Fig. 1: run 1, sequential cells colored by netlist name
The bar under the picture is 50 um long. Other sequential cells in the stronger gray, the rest of the logic in the fainter gray.
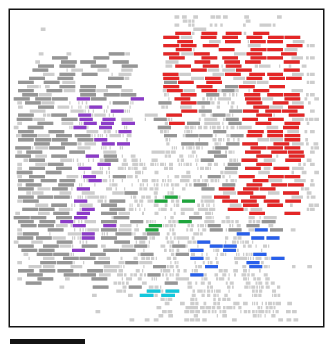
Fig. 2: run 1, congestion heat map
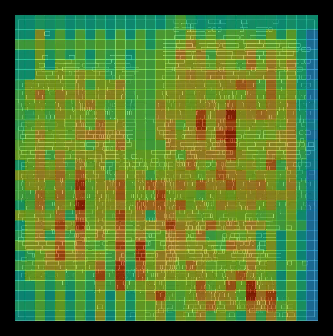
Fig. 3: run 1, metal layers overlaid
Only two layers are drawn.
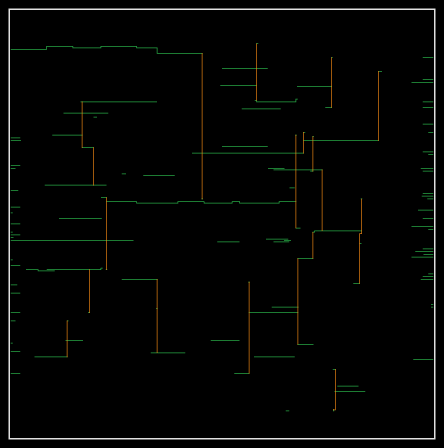
Fig. 4: run 1, met4 routing
The bar under the picture is 50 um long.
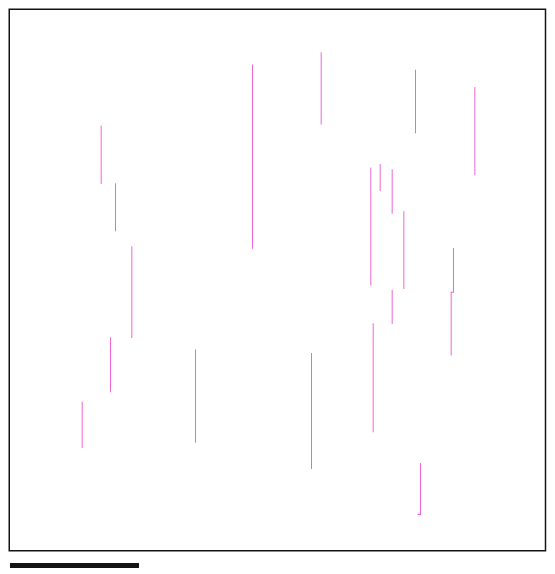
**src/rtl/spi_pkg.sv**
```systemverilog
// Shared types and helpers for the FIFO-based SPI master.
package spi_pkg;

  typedef enum logic [2:0] {
    StIdle,
    StSetup,
    StXfer,
    StHold,
    StGap
  } spi_state_e;

  localparam logic [1:0] LEN_8  = 2'd0;
  localparam logic [1:0] LEN_16 = 2'd1;
  localparam logic [1:0] LEN_24 = 2'd2;
  localparam logic [1:0] LEN_32 = 2'd3;

  // Word length in bits for a ctrl_len encoding.
  function automatic logic [5:0] len_bits(input logic [1:0] len);
    case (len)
      LEN_8:   return 6'd8;
      LEN_16:  return 6'd16;
      LEN_24:  return 6'd24;
      LEN_32:  return 6'd32;
      default: return 6'd32;
    endcase
  endfunction

  // Word bit index of the pos-th bit on the wire.
  function automatic logic [4:0] bit_idx(input logic lsb, input logic [5:0] n,
                                         input logic [4:0] pos);
    logic [5:0] msb_idx;
    msb_idx = n - 6'd1 - {1'b0, pos};
    return lsb ? pos : msb_idx[4:0];
  endfunction

endpackage

```
**src/rtl/spi_sync_fifo.sv**
```systemverilog
// Single-clock FIFO with wrap-bit pointers; head is zero while empty.
module spi_sync_fifo #(
  parameter int unsigned WIDTH = 32,
  parameter int unsigned DEPTH = 4
) (
  input  logic             clk_cpu,
  input  logic             rst,
  input  logic             push,
  input  logic [WIDTH-1:0] wdata,
  input  logic             pop,
  output logic [WIDTH-1:0] rdata,
  output logic             full,
  output logic             empty
);

  localparam int unsigned AW = $clog2(DEPTH);

  logic [AW:0]      wptr_q, rptr_q;
  logic [WIDTH-1:0] mem_q [DEPTH];
  logic             do_push, do_pop;

  assign empty = (wptr_q == rptr_q);
  assign full  = (wptr_q[AW] != rptr_q[AW]) && (wptr_q[AW-1:0] == rptr_q[AW-1:0]);
  // A pop frees the slot in the same cycle, so push at full is accepted with a pop.
  assign do_pop  = pop & ~empty;
  assign do_push = push & (~full | do_pop);
  assign rdata   = empty ? '0 : mem_q[rptr_q[AW-1:0]];

  // Pointer update.
  always_ff @(posedge clk_cpu or negedge rst) begin
    if (!rst) begin
      wptr_q <= '0;
      rptr_q <= '0;
    end else begin
      if (do_push) wptr_q <= wptr_q + 1'b1;
      if (do_pop)  rptr_q <= rptr_q + 1'b1;
    end
  end

  // Storage write.
  always_ff @(posedge clk_cpu) begin
    if (do_push) mem_q[wptr_q[AW-1:0]] <= wdata;
  end

endmodule

```
**src/rtl/spi_master_fifo.sv**
```systemverilog
// SPI master with TX/RX FIFOs, all CPOL/CPHA modes, bit order and word length selection.
module spi_master_fifo
  import spi_pkg::*;
#(
  parameter int unsigned NUM_SS     = 4,
  parameter int unsigned FIFO_DEPTH = 4,
  parameter int unsigned DIV_W      = 16,
  localparam int unsigned SsW       = (NUM_SS > 1) ? $clog2(NUM_SS) : 1
) (
  input  logic              clk_cpu,
  input  logic              rst,
  input  logic [DIV_W-1:0]  spi_bitrate,
  input  logic              ctrl_en,
  input  logic              ctrl_cpol,
  input  logic              ctrl_cpha,
  input  logic              ctrl_lsb,
  input  logic [1:0]        ctrl_len,
  input  logic [SsW-1:0]    ctrl_ss_sel,
  input  logic [31:0]       tx_data,
  input  logic              tx_push,
  output logic              tx_full,
  output logic [31:0]       rx_data,
  input  logic              rx_pop,
  output logic              rx_empty,
  input  logic              irq_en,
  output logic              IRQ_SPI,
  output logic              rx_ovf,
  output logic              busy,
  output logic              SCK,
  output logic              MOSI,
  input  logic              MISO,
  output logic [NUM_SS-1:0] SS
);

  spi_state_e        state_q, state_d;
  logic [DIV_W-1:0]  cnt_q, half_m1;
  logic              tick, abort, tx_pop, rx_push;
  logic              tx_empty, rx_full;
  logic [31:0]       tx_head;
  logic [5:0]        edge_q, n_bits, nxt_bit;
  logic [4:0]        pos;
  logic              edge_last, sample;
  logic              cpol_q, cpha_q, lsb_q;
  logic [1:0]        len_q;
  logic [31:0]       tx_word_q, rx_word_q;
  logic              sck_q, mosi_q, ovf_q;
  logic [NUM_SS-1:0] ss_q, ss_dec;

  spi_sync_fifo #(
    .WIDTH (32),
    .DEPTH (FIFO_DEPTH)
  ) u_tx_fifo (
    .clk_cpu (clk_cpu),
    .rst     (rst),
    .push    (tx_push),
    .wdata   (tx_data),
    .pop     (tx_pop),
    .rdata   (tx_head),
    .full    (tx_full),
    .empty   (tx_empty)
  );

  spi_sync_fifo #(
    .WIDTH (32),
    .DEPTH (FIFO_DEPTH)
  ) u_rx_fifo (
    .clk_cpu (clk_cpu),
    .rst     (rst),
    .push    (rx_push),
    .wdata   (rx_word_q),
    .pop     (rx_pop),
    .rdata   (rx_data),
    .full    (rx_full),
    .empty   (rx_empty)
  );

  // Half-period divisor, 0 behaves as 1.
  assign half_m1 = (spi_bitrate == '0) ? '0 : spi_bitrate - DIV_W'(1);
  assign tick    = (state_q != StIdle) && (cnt_q == half_m1);
  assign abort   = (state_q != StIdle) && !ctrl_en;

  // Edge bookkeeping: edge_q counts completed SCK edges, two per bit.
  assign n_bits    = len_bits(len_q);
  assign pos       = edge_q[5:1];
  assign edge_last = ({1'b0, edge_q} == ({n_bits, 1'b0} - 7'd1));
  // Leading edges are even edge_q values; CPHA flips which edge samples.
  assign sample    = ~edge_q[0] ^ cpha_q;
  assign nxt_bit   = cpha_q ? {1'b0, pos} : {1'b0, pos} + 6'd1;

  // One-hot active-low slave select for the requested slave.
  always_comb begin
    ss_dec = '1;
    for (int unsigned i = 0; i < NUM_SS; i++) begin
      if (ctrl_ss_sel == SsW'(i)) ss_dec[i] = 1'b0;
    end
  end

  // Next-state and FIFO strobes.
  always_comb begin
    state_d = state_q;
    tx_pop  = 1'b0;
    rx_push = 1'b0;
    if (abort) begin
      state_d = StIdle;
    end else begin
      case (state_q)
        StIdle: begin
          if (ctrl_en && !tx_empty) begin
            tx_pop  = 1'b1;
            state_d = StSetup;
          end
        end
        StSetup: if (tick) state_d = StXfer;
        StXfer:  if (tick && edge_last) state_d = StHold;
        StHold: begin
          if (tick) begin
            rx_push = 1'b1;
            state_d = StGap;
          end
        end
        StGap:   if (tick) state_d = StIdle;
        default: state_d = StIdle;
      endcase
    end
  end

  // State register.
  always_ff @(posedge clk_cpu or negedge rst) begin
    if (!rst) state_q <= StIdle;
    else      state_q <= state_d;
  end

  // Tick counter: idle at zero, restarts on every state entry and every tick.
  always_ff @(posedge clk_cpu or negedge rst) begin
    if (!rst) begin
      cnt_q <= '0;
    end else if (state_q == StIdle || tick || state_d != state_q) begin
      cnt_q <= '0;
    end else begin
      cnt_q <= cnt_q + DIV_W'(1);
    end
  end

  // Serial datapath: SCK, MOSI, SS, shift words and overflow pulse.
  always_ff @(posedge clk_cpu or negedge rst) begin
    if (!rst) begin
      sck_q     <= 1'b0;
      mosi_q    <= 1'b0;
      ss_q      <= '1;
      ovf_q     <= 1'b0;
      edge_q    <= '0;
      cpol_q    <= 1'b0;
      cpha_q    <= 1'b0;
      lsb_q     <= 1'b0;
      len_q     <= LEN_8;
      tx_word_q <= '0;
      rx_word_q <= '0;
    end else begin
      ovf_q <= rx_push & rx_full & ~rx_pop;
      if (abort) begin
        sck_q <= ctrl_cpol;
        ss_q  <= '1;
      end else begin
        case (state_q)
          StIdle: begin
            sck_q <= ctrl_cpol;
            ss_q  <= '1;
            if (tx_pop) begin
              cpol_q    <= ctrl_cpol;
              cpha_q    <= ctrl_cpha;
              lsb_q     <= ctrl_lsb;
              len_q     <= ctrl_len;
              tx_word_q <= tx_head;
              rx_word_q <= '0;
              edge_q    <= '0;
              ss_q      <= ss_dec;
              mosi_q    <= tx_head[bit_idx(ctrl_lsb, len_bits(ctrl_len), 5'd0)];
            end
          end
          StXfer: begin
            if (tick) begin
              sck_q  <= ~sck_q;
              edge_q <= edge_q + 6'd1;
              if (sample) begin
                rx_word_q[bit_idx(lsb_q, n_bits, pos)] <= MISO;
              end else if (nxt_bit < n_bits) begin
                mosi_q <= tx_word_q[bit_idx(lsb_q, n_bits, nxt_bit[4:0])];
              end
            end
          end
          StHold: begin
            sck_q <= cpol_q;
            if (tick) ss_q <= '1;
          end
          default: ;
        endcase
      end
    end
  end

  assign SCK     = sck_q;
  assign MOSI    = mosi_q;
  assign SS      = ss_q;
  assign rx_ovf  = ovf_q;
  assign busy    = (state_q != StIdle);
  assign IRQ_SPI = irq_en & ~rx_empty;

endmodule

```
**config.mk**
```make
export PLATFORM = sky130hd
export DESIGN_NAME = spi_master_fifo
export DESIGN_NICKNAME = d
export VERILOG_FILES = /design/src/rtl/spi_pkg.sv /design/src/rtl/spi_sync_fifo.sv /design/src/rtl/spi_master_fifo.sv
export SDC_FILE = /design/constraint.sdc
export NUM_CORES = 1
export LEC_CHECK = 0
export ABC_CLOCK_PERIOD_IN_PS = 5110
export CORE_AREA = 2 2 206 208
export DETAILED_ROUTE_END_ITERATION = 8
export DIE_AREA = 0 0 208 210
export GPL_ROUTABILITY_DRIVEN = 0
export PLACE_DENSITY_LB_ADDON = 0.2
export SKIP_CTS_REPAIR_TIMING = 1
export SYNTH_ARGS = -nofsm -noshare
export SYNTH_HDL_FRONTEND = slang
export SYNTH_SLANG_ARGS = --single-unit
```
**constraint.sdc**
```tcl
create_clock -name clk_cpu -period 5.11 [get_ports clk_cpu]
set_clock_uncertainty 0.15 [all_clocks]
set_input_delay 0.511 -clock clk_cpu [delete_from_list [all_inputs] [get_ports clk_cpu]]
set_output_delay 0.511 -clock clk_cpu [all_outputs]
set_load 0.02 [all_outputs]
```
==> flow_metrics.tcl, run 1 <==
# flow metrics
set metrics [dict create \
    io_pins 105 \
    end_kind "flip-flop" \
    slew_viol_final 0 \
    rows 75 \
    hold_violations 0 \
    ir_worst_vdd_uv 270 \
    core_area_um2 41500 \
    total_power_mw 9.53 \
    max_freq_mhz 233 \
    finalSetupViolCount 0 \
    critPathBufInv 4 \
    worstMarginPinSlew_ns 0.964 \
    clkTransAtPathRegs_ns 0.06 \
    status "completed" \
    dieWidth_um 208 \
    tritoncts "built" \
    yosysWarnings 0 \
    yosysTopAreaCell "edfxtp_1" \
    synth_seq_share_pct 63.8 \
    cp_cell_sequence "clkdlybuf4s50_1, inv_1, ha_1, or4b_2, nor4_2, buf_4, nor2_1, o32a_1, nor3_1, nand4b_1, nor3_1, nand3_1, nor2_2, buf_12" \
    firstDrtPassIters 5 \
    ys.flops 369 \
    yosysTopAreaCellShare_pct 46.6 \
    synthArstFlopShare_pct 30.6 \
    cp_slowest_stage_delay_ns 0.63 \
    overflow 0 \
    syn_to_final_growth_pct 17.9 \
    slew_headroom_pct 33.9 \
    clk-insertion-delay-late_ns 0.53 \
    syn_area_per_cell_um2 14.0 \
    cpMaxStageDelayCell "or4b_2" \
    critPathTopFamily "simple AND/OR/NAND/NOR gates" \
    worstRegToRegCells 8 \
    crit_top_cell "nor3_1" \
    synth_top_flop_cell "edfxtp_1" \
    initCoreUtil_pct 39.7 \
    warning_count 37 \
    critical_path.endpoint "u_rx_fifo.mem_q[2][12]" \
    fin_ws_ns 0.810 \
    cp.required_ns 5.17 \
    ys_types 71 \
    drc 0 \
    startpoint_type "input pin" \
    synth.most_common_cell "edfxtp_1" \
    maxCapViolations 0 \
    die_area_um2 43700 \
    synth_nets 1261 \
    grt_max_degree 65 \
    crit_fanout 32 \
    hp-class "input pin to async pin" \
    ctsHtreeMaxLevel 2 \
    fp.dieH_um 210 \
    grt_pass1_vias 9893 \
    cts_root_buf "clkbuf_16" \
    top_cells_by_count "edfxtp_1, nand2_1, dfrtp_1, mux4_2, nor2_1" \
    power_density_nw_per_um2 490 \
    rrSetupSlack_ns 1.77 \
    hpwlAfterDp_um 21600 \
    synth-edff-count 256 \
    yosys_area_um2 16500 \
    drive_above_1_share_pct 15.6 \
    ys_cells 1175 \
    synth_cells 1175 \
    cts_buffer_depth 3 \
    cts.sinks 369 \
    place_ws_ns 0.282 \
    critical_path_class "input pin to flip-flop" \
    via_per_inst 5.14 \
    drtIter0Drc 547 \
    finalCriticalPeriod_ns 4.30 \
    crit_arrival_ns 4.36 \
    netlist_top_cells_area "edfxtp_1, dfrtp_1, mux4_2" \
    grt_pass1_wl_um 54200 \
    critPathLaunch "spi_bitrate[0]" \
    nets 1369 \
    synthesis.area_um2 16500 \
    crit_cells 14 \
    rr_startpoint "cnt_q[3]" \
    antenna_found_initial 1 \
    min_period_over_period_pct 84.2 \
    cts_made_buffers 39 \
    reg2reg_to "u_rx_fifo.mem_q[2][12]" \
    rsz0062_at_grt "no" \
    p_leak_nw 7.23 \
    ant_nets 0 \
    port-buffer-count 104 \
]
About Fig. 1:
Cyan is SS, placed flops 4, where south. Green is edge_q, placed flops 6. Red is u_rx_fifo.mem_q, placed flops 128. Purple is tx_word_q, placed flops 32. Blue is cnt_q, placed flops 16, where south-east.
Another 183 sequential cells are not colored.
Seq. pwr: 3.90 mW
Storage cell area: 10,500 um2
fraction of area in registers: 54.1%
Core Util, Final: 46.9%

About Fig. 2:
GR Util met3: 2.38%
met2 usage: 27.3%
Most Crowded Layer GR: met2
wire per inst: 18.1 um

About Fig. 3:
Orange is metal 4, wire length 575 um. Green is metal 3, wire length 1,150 um.
total number of vias: 9,519
Total GRT Usage: 15.6%
final WL: 33,500 um

About Fig. 4:
The layer holds 1.7% of the routed length. 8 nets have wire on it. The longest straight run is 71.4 um.

run 1: metrics by stage:
| stage | cell area (um2) | std cells | setup TNS [ns] | hold slack (ns) |
|---|---|---|---|---|
| floorplan | 16500 | 1175 | -27.87 | 0.0654 |
| global placement | 18200 | 1780 | 0 | 0.226 |
| detailed placement | 18200 | 1780 | 0 | 0.219 |
| CTS | 19400 | 1849 | 0 | -0.357 |
| global route | 19400 | 1850 | 0 | 0.231 |
| finish | 19400 | 1851 | 0 | 0.218 |
run 1: state kept, by name, indices dropped and copies added (netlist names), 2 cells and up:
signal	flops
cnt_q	16
rx_word_q	32
u_rx_fifo.rptr_q	3
len_q	2
u_rx_fifo.wptr_q	3
u_tx_fifo.mem_q	128
u_rx_fifo.mem_q	128
tx_word_q	32
SS	4
u_tx_fifo.wptr_q	3
edge_q	6
state_q	3
u_tx_fifo.rptr_q	3
run 1: per-layer routing:
metal  up-vias  track usage [%]  share of wire (%)
met2       146             27.3                 51
met1      4770             20.5                 44
li1       4554                -                  -
met4         0             3.60                1.7
met5         -                0                  0
met3        49             2.38                3.4
run 1: worst register-to-register path, stage by stage, from the launching register on:
cell	delay (ns)
dfrtp_1	0.46
xnor2_1	0.15
or4b_2	0.61
a221o_1	0.34
nand4b_1	0.26
nor3_1	0.30
nand3_1	0.27
nor2_2	0.21
buf_12	0.23
run 1: cell families (layout without fill, tap and decap cells):
logic type               after synthesis  count (layout)  synth area share, %
other                                  0               1                    0
adder cells (fa/ha/maj)               24              24                 1.82
buffers and inverters                 98             234                 2.37
AND/OR/NAND/NOR                      398             398                 11.8
flip-flops                           369             369                 63.8
multiplexers                          89              89                 11.0
AND-OR/OR-AND                        137             137                 5.91
XOR/XNOR                              60              60                 3.28
run 1: power breakdown:
part | leakage (nW) | total [mW] | internal [mW] | switching [mW]
Combinational | 2.77 | 2.94 | 1.31 | 1.63
Sequential | 3.88 | 3.90 | 3.64 | 0.258
Clock | 0.581 | 2.69 | 1.59 | 1.10
Total | 7.23 | 9.53 | 6.54 | 2.99
run 1: placed cells by master (no fill, tap or decap), types with 4 or more instances in the layout:
cell type,netlist,final
a21o_1,16,16
a21oi_1,10,10
a31o_2,16,16
a31oi_1,20,20
and2_1,4,4
and3_1,10,10
buf_12,0,4
buf_4,0,25
clkbuf_1,49,14
clkbuf_16,0,39
clkdlybuf4s50_1,0,103
clkinv_1,0,4
dfrtp_1,109,107
dfstp_2,4,4
edfxtp_1,256,256
ha_1,24,24
inv_1,32,32
mux2_2,4,4
mux2i_1,12,12
mux4_2,73,73
nand2_1,180,180
nand2b_1,6,6
nand3_1,22,22
nand3b_1,5,5
nand4_1,4,4
nand4b_1,5,5
nor2_1,61,58
nor2b_1,45,45
nor3_1,14,13
nor4_1,7,7
o21a_1,6,6
o21ai_0,25,25
o21ai_2,8,8
o31ai_1,8,8
or3_1,7,6
or4_1,7,7
xnor2_1,40,40
xor2_1,19,19
run 1: area by class of cell:
cell class	instances	area (um2)
Sequential cell	369	10500
Clock buffer	55	1060
Tap cell	539	674
Timing Repair Buffer	133	1310
Multi-Input combinational cell	708	5600
Fill cell	3702	22000
Clock inverter	14	153
Inverter	32	120
Antenna cell	1	2.50
==> run 2, diff against run 1 <==
--- a/config.mk
+++ b/config.mk
@@ -5,7 +5,7 @@
 export SDC_FILE = /design/constraint.sdc
 export NUM_CORES = 1
 export LEC_CHECK = 0
-export ABC_CLOCK_PERIOD_IN_PS = 5110
+export ABC_CLOCK_PERIOD_IN_PS = 4400
 export CORE_AREA = 2 2 206 208
 export DETAILED_ROUTE_END_ITERATION = 8
 export DIE_AREA = 0 0 208 210
==> constraint.sdc (replaced) <==
create_clock -name clk_cpu -period 4.4 [get_ports clk_cpu]
set_clock_uncertainty 0.15 [all_clocks]
set_input_delay 0.44 -clock clk_cpu [delete_from_list [all_inputs] [get_ports clk_cpu]]
set_output_delay 0.44 -clock clk_cpu [all_outputs]
set_load 0.02 [all_outputs]
Fig. 5: run 2, congestion heat map
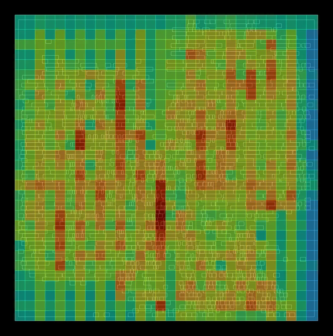
met2 usage: 27.6%
wire per inst: 18.2 um
met1 usage: 21.0%
Core Util, Final: 47.8%
GR Util met3: 2.61%

Fig. 6: run 2, met4 routing
The bar under the picture is 50 um long.
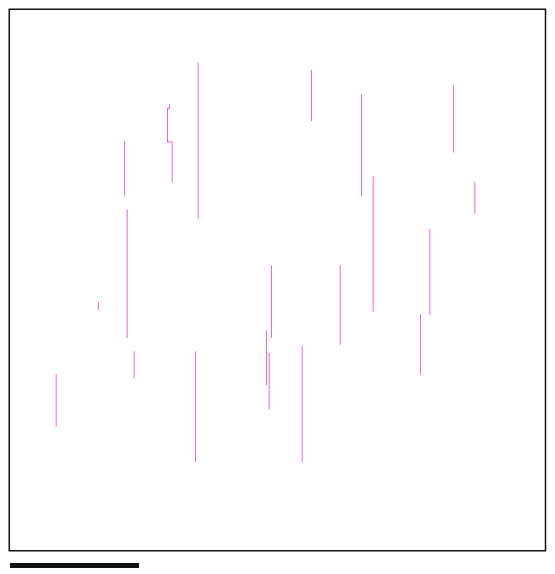
The layer carries 592 um of wire. The layer holds 1.7% of the routed length.
total number of vias: 9,714
final WL: 34,200 um

==> flow_metrics.tcl, run 2 <==
# flow metrics
set metrics [dict create \
    num_antenna_cells 0 \
    nets 1398 \
    cts_buffer_depth 3 \
    core_area_um2 41500 \
    clkTransAtPathRegs_ns 0.06 \
    post_dp_cell_area_um2 18500 \
    synthesis.area_um2 16500 \
    top_cells_by_count "edfxtp_1, nand2_1, dfrtp_1, mux4_2, nor2_1" \
    finalCriticalPeriod_ns 3.81 \
    synth_cells 1175 \
    via_per_inst 5.16 \
    tritoncts "built" \
    warning_count 36 \
    yosysTopAreaCellShare_pct 46.6 \
    clk-insertion-delay-late_ns 0.54 \
    grt_use_total_pct 15.9 \
    rows 75 \
    grt_pass1_wl_um 55700 \
    min_period_over_period_pct 86.7 \
    power_density_nw_per_um2 572 \
    yosysTopAreaCell "edfxtp_1" \
    route.met3.wl_um 1200 \
    fp.dieH_um 210 \
    setup_tns_ns 0 \
    drtIter0Drc 565 \
    overflow 0 \
    fin_area_um2 19800 \
    wl_met2_um 17300 \
    worstRegToRegCells 10 \
    ctsHtreeMaxLevel 2 \
    drc 0 \
    cts_root_buf "clkbuf_16" \
    cpMaxStageDelayCell "or4b_2" \
    antenna_found_initial 1 \
    firstDrtPassIters 7 \
    status "completed" \
    startpoint_type "input pin" \
    syn_to_final_growth_pct 20.4 \
    ys_types 71 \
    cp.required_ns 4.48 \
    p_leak_nw 7.46 \
    min_from "ctrl_cpha" \
    ir_worst_vdd_uv 369 \
    initCoreUtil_pct 39.7 \
    netlist_top_cells_area "edfxtp_1, dfrtp_1, mux4_2" \
    critPathLaunch "spi_bitrate[1]" \
    synth_nets 1261 \
    hold_violations 0 \
    slew_headroom_pct 35.8 \
    rr_startpoint "edge_q[2]" \
    synth.most_common_cell "edfxtp_1" \
    hp-class "input pin to flip-flop" \
    met1Wirelength_um 15200 \
    worstMarginPinSlew_ns 0.937 \
    hpwlAfterDp_um 22000 \
    grt_pass1_vias 10000 \
    cp_slowest_stage_delay_ns 0.64 \
    port-buffer-count 104 \
    highest_layer "met5" \
    rrSetupSlack_ns 0.96 \
    layout_top_cells "edfxtp_1, nand2_1, dfrtp_1" \
    reg2reg_to "MOSI" \
    critical_path_class "input pin to flip-flop" \
    finalSetupViolCount 0 \
    cts_made_buffers 41 \
    max_freq_mhz 262 \
    cp_cell_sequence "clkdlybuf4s50_1, inv_1, ha_1, or4b_2, nor4_4, buf_4, a21oi_1, a211o_1, a31oi_1, nand4b_1, nor3_2, nand3_2, nor2_4, buf_12" \
    slew_viol_final 0 \
    yosys_area_um2 16500 \
    synth-edff-count 256 \
    synth_top_flop_cell "edfxtp_1" \
    syn_area_per_cell_um2 14.0 \
    dieWidth_um 208 \
    ys_cells 1175 \
    layout.cells.most_common "edfxtp_1" \
    grt_max_degree 60 \
    end_kind "flip-flop" \
    io_pins 105 \
    ys.flops 369 \
    rsz0062_at_grt "no" \
    die_area_um2 43700 \
    maxCapViolations 0 \
    crit_arrival_ns 3.89 \
    synth_seq_share_pct 63.8 \
    ant_nets 0 \
]
## run 2: cell counts after synthesis
Identical to the previous run, type by type.
## run 2: report_power, final
group	total (mW)	internal (mW)	switching [mW]
registers	4.47	4.23	0.240
logic	3.48	1.53	1.96
clock network	3.39	2.02	1.37
## run 2: cells by family (layout without fill, tap and decap cells)
family | after synthesis | after routing | share of synthesized area (%)
compound gates | 137 | 137 | 5.91
flops | 369 | 369 | 63.8
mux | 89 | 89 | 11.0
buf+inv | 98 | 267 | 2.37
simple gates | 398 | 398 | 11.8
fa+ha+maj | 24 | 24 | 1.82
xor+xnor | 60 | 60 | 3.28
## run 2: cell type report
type / instances / area, um2
multi-input cells: 708 / 5630
well taps: 539 / 674
clock inverters: 32 / 303
repair buffers: 160 / 1550
flip-flops and latches: 369 / 10500
inverters: 32 / 124
fillers: 3662 / 21600
clock buffers: 43 / 1040
## run 2: critical path: cells and delay by family
family	cells	cell delay, ns
AOI/OAI and AO/OA	3	0.51
adders and majority gates	1	0.18
buffers and inverters	4	0.91
and+or+nand+nor	6	1.80
## run 2: through the flow
step / worst slack, ns / utilization, % / instances / total power [mW] / hold slack, ns
2_1_floorplan: 0.0297 / - / 1175 / 6.93 / -0.00559
3_3_place_gp: 0.0938 / 44.6 / 1807 / 8.08 / 0.303
3_5_place_dp: 0.0152 / 44.6 / 1807 / 8.10 / 0.311
4_1_cts: 0.578 / 47.8 / 1882 / 11.5 / -0.178
5_1_grt: 0.345 / 47.8 / 1883 / 12.0 / 0.308
6_report: 0.585 / 47.8 / 1883 / 11.3 / 0.297
## run 2: worst max-delay path by stage
stage                             endpoint  slack [ns]  cells past startpoint
finish              u_rx_fifo.mem_q[0][16]        0.59                     14
global route        u_rx_fifo.mem_q[0][16]        0.34                     14
CTS                 u_rx_fifo.mem_q[0][16]        0.58                     11
detailed placement  u_rx_fifo.mem_q[0][12]        0.02                     11
global placement    u_rx_fifo.mem_q[0][12]        0.09                     14
floorplan            u_rx_fifo.mem_q[0][0]        0.03                     13
## run 2: metal layers
metal | up-vias | global-route usage, %
met1 | 4870 | 21.0
li1 | 4632 | -
met4 | 2 | 4.08
met5 | - | 0
met3 | 46 | 2.61
met2 | 164 | 27.6
==> run 3, diff against run 2 <==
--- a/config.mk
+++ b/config.mk
@@ -5,7 +5,7 @@
 export SDC_FILE = /design/constraint.sdc
 export NUM_CORES = 1
 export LEC_CHECK = 0
-export ABC_CLOCK_PERIOD_IN_PS = 4400
+export ABC_CLOCK_PERIOD_IN_PS = 4200
 export CORE_AREA = 2 2 206 208
 export DETAILED_ROUTE_END_ITERATION = 8
 export DIE_AREA = 0 0 208 210
==> constraint.sdc (replaced) <==
create_clock -name clk_cpu -period 4.2 [get_ports clk_cpu]
set_clock_uncertainty 0.15 [all_clocks]
set_input_delay 0.42 -clock clk_cpu [delete_from_list [all_inputs] [get_ports clk_cpu]]
set_output_delay 0.42 -clock clk_cpu [all_outputs]
set_load 0.02 [all_outputs]
Fig. 7: run 3, sequential cells colored by netlist name
The bar under the picture is 50 um long. Other sequential cells in the stronger gray, the rest of the logic in the fainter gray.
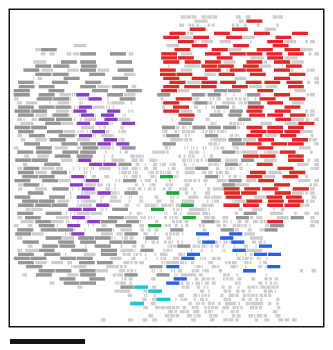
fraction of area in registers: 52.7%
Core Util, Final: 48.1%
Seq. pwr: 4.70 mW

Fig. 8: run 3, congestion heat map
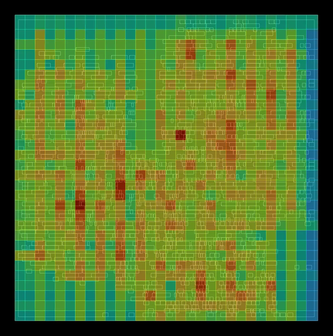
wire per inst: 18.0 um
met1 usage: 21.3%
met2 usage: 27.5%

==> flow_metrics.tcl, run 3 <==
# flow metrics
set metrics [dict create \
    grt_pass1_vias 10000 \
    end_kind "flip-flop" \
    p_leak_nw 7.58 \
    fin_area_um2 20000 \
    cp.required_ns 4.27 \
    drc 0 \
    synth_cells 1175 \
    place_ws_ns -0.159 \
    initCoreUtil_pct 39.7 \
    io_pins 105 \
    firstDrtPassIters 5 \
    top_cells_by_count "edfxtp_1, nand2_1, dfrtp_1, mux4_2, nor2_1" \
    critical_path_class "input pin to flip-flop" \
    fin_ws_ns 0.402 \
    nets 1412 \
    cts_made_buffers 40 \
    antenna_found_initial 1 \
    ys_types 71 \
    synth.most_common_cell "edfxtp_1" \
    slew_headroom_pct 28.3 \
    layout_top_cells "edfxtp_1, nand2_1, dfrtp_1" \
    cts_buffer_depth 3 \
    worstRegToRegCells 9 \
    synth-edff-count 256 \
    syn_area_per_cell_um2 14.0 \
    status "completed" \
    clkTransAtPathRegs_ns 0.06 \
    dr_total_vias 9730 \
    grt_use_total_pct 16.0 \
    ys.flops 369 \
    cts_root_buf "clkbuf_16" \
    dieWidth_um 208 \
    total_power_mw 11.9 \
    max_freq_mhz 263 \
    ir_worst_vdd_uv 404 \
    drtIter0Drc 614 \
    layout.cells.most_common "edfxtp_1" \
    yosys_area_um2 16500 \
    finalCriticalPeriod_ns 3.80 \
    startpoint_type "input pin" \
    warning_count 36 \
    maxCapViolations 0 \
    crit_arrival_ns 3.87 \
    grt_pass1_wl_um 55900 \
    ys_cells 1175 \
    min_period_over_period_pct 90.4 \
    rsz0062_at_grt "no" \
    slew_viol_final 0 \
    die_area_um2 43700 \
    hpwlAfterDp_um 22200 \
    via_per_inst 5.13 \
    synth_top_flop_cell "edfxtp_1" \
    critPathBufInv 2 \
    rr_startpoint "edge_q[1]" \
    cp_slowest_stage_delay_ns 0.53 \
    rows 75 \
    finalSetupViolCount 0 \
    synth_nets 1261 \
    hold_violations 0 \
    reg2reg_to "MOSI" \
    netlist_top_cells_area "edfxtp_1, dfrtp_1, mux4_2" \
    tritoncts "built" \
    fillers 3620 \
    rrSetupSlack_ns 0.60 \
    crit_cells 11 \
    yosysTopAreaCell "edfxtp_1" \
    critical_path.endpoint "u_rx_fifo.mem_q[0][19]" \
    cp_cell_sequence "clkdlybuf4s50_1, or4_4, or3_1, or4_1, a2111o_1, a21oi_1, o21ai_2, nor3_2, nand3_2, nor2_4, buf_12" \
    port-buffer-count 104 \
    grt_max_degree 66 \
    ant_nets 0 \
    routed_wl_um 34100 \
    core_area_um2 41500 \
    power_density_nw_per_um2 596 \
]
## run 3: cell type report
cell class | instances | area [um2] | area share (%)
repair buffers | 175 | 1660 | 8.32
clock inverters | 23 | 264 | 1.32
clock buffers | 50 | 1080 | 5.41
diodes | 1 | 2.50 | 0.0125
inverters | 32 | 124 | 0.620
flip-flops and latches | 369 | 10500 | 52.7
well taps | 539 | 674 | 3.38
multi-input cells | 708 | 5640 | 28.2
## run 3: tightest hold or removal path, cell delays in order, from the launching register on
cell	delay, ns
dfrtp_1	0.33
nand2_1	0.05
nand2_1	0.05
## run 3: cells by family after synthesis
| kind of cell | Yosys count | synth area share (%) |
|---|---|---|
| simple gates | 398 | 11.8 |
| fa+ha+maj | 24 | 1.82 |
| buf+inv | 98 | 2.37 |
| flops | 369 | 63.8 |
| compound gates | 137 | 5.91 |
| xor+xnor | 60 | 3.28 |
| mux | 89 | 11.0 |
## run 3: power by group
group          switching, mW  internal, mW
combinational           2.02          1.60
clock                   1.39          2.19
sequential             0.271          4.43
total                   3.68          8.23
## run 3: metal layers
layer	routed length (um)	part of all wire [%]	global-route usage (%)	up-vias
li1	-	-	-	4655
met2	17200	50	27.5	131
met4	560	1.6	3.89	0
met1	15300	45	21.3	4907
met5	0	0	0	-
met3	1100	3.2	2.52	37
## run 3: worst min path at each step
stage | start | to | cells past startpoint
after floorplan | rst | MOSI | 0
after CTS | rst | rx_word_q[20] | 1
final | tx_word_q[26] | tx_word_q[26] | 2
after global routing | ctrl_cpha | cpha_q | 3
after detailed placement | tx_word_q[26] | tx_word_q[26] | 2
after global placement | tx_word_q[26] | tx_word_q[26] | 2
## run 3: stage by stage
stage	setup TNS, ns	hold slack [ns]	std cells
after detailed placement	-12.71	0.311	1822
after CTS	0	-0.213	1895
final	0	0.318	1897
after floorplan	0	-0.0256	1175
after global routing	0	0.348	1896
after global placement	-9.03	0.306	1822
No activity file was given, so power comes from the tool's default toggle rates.
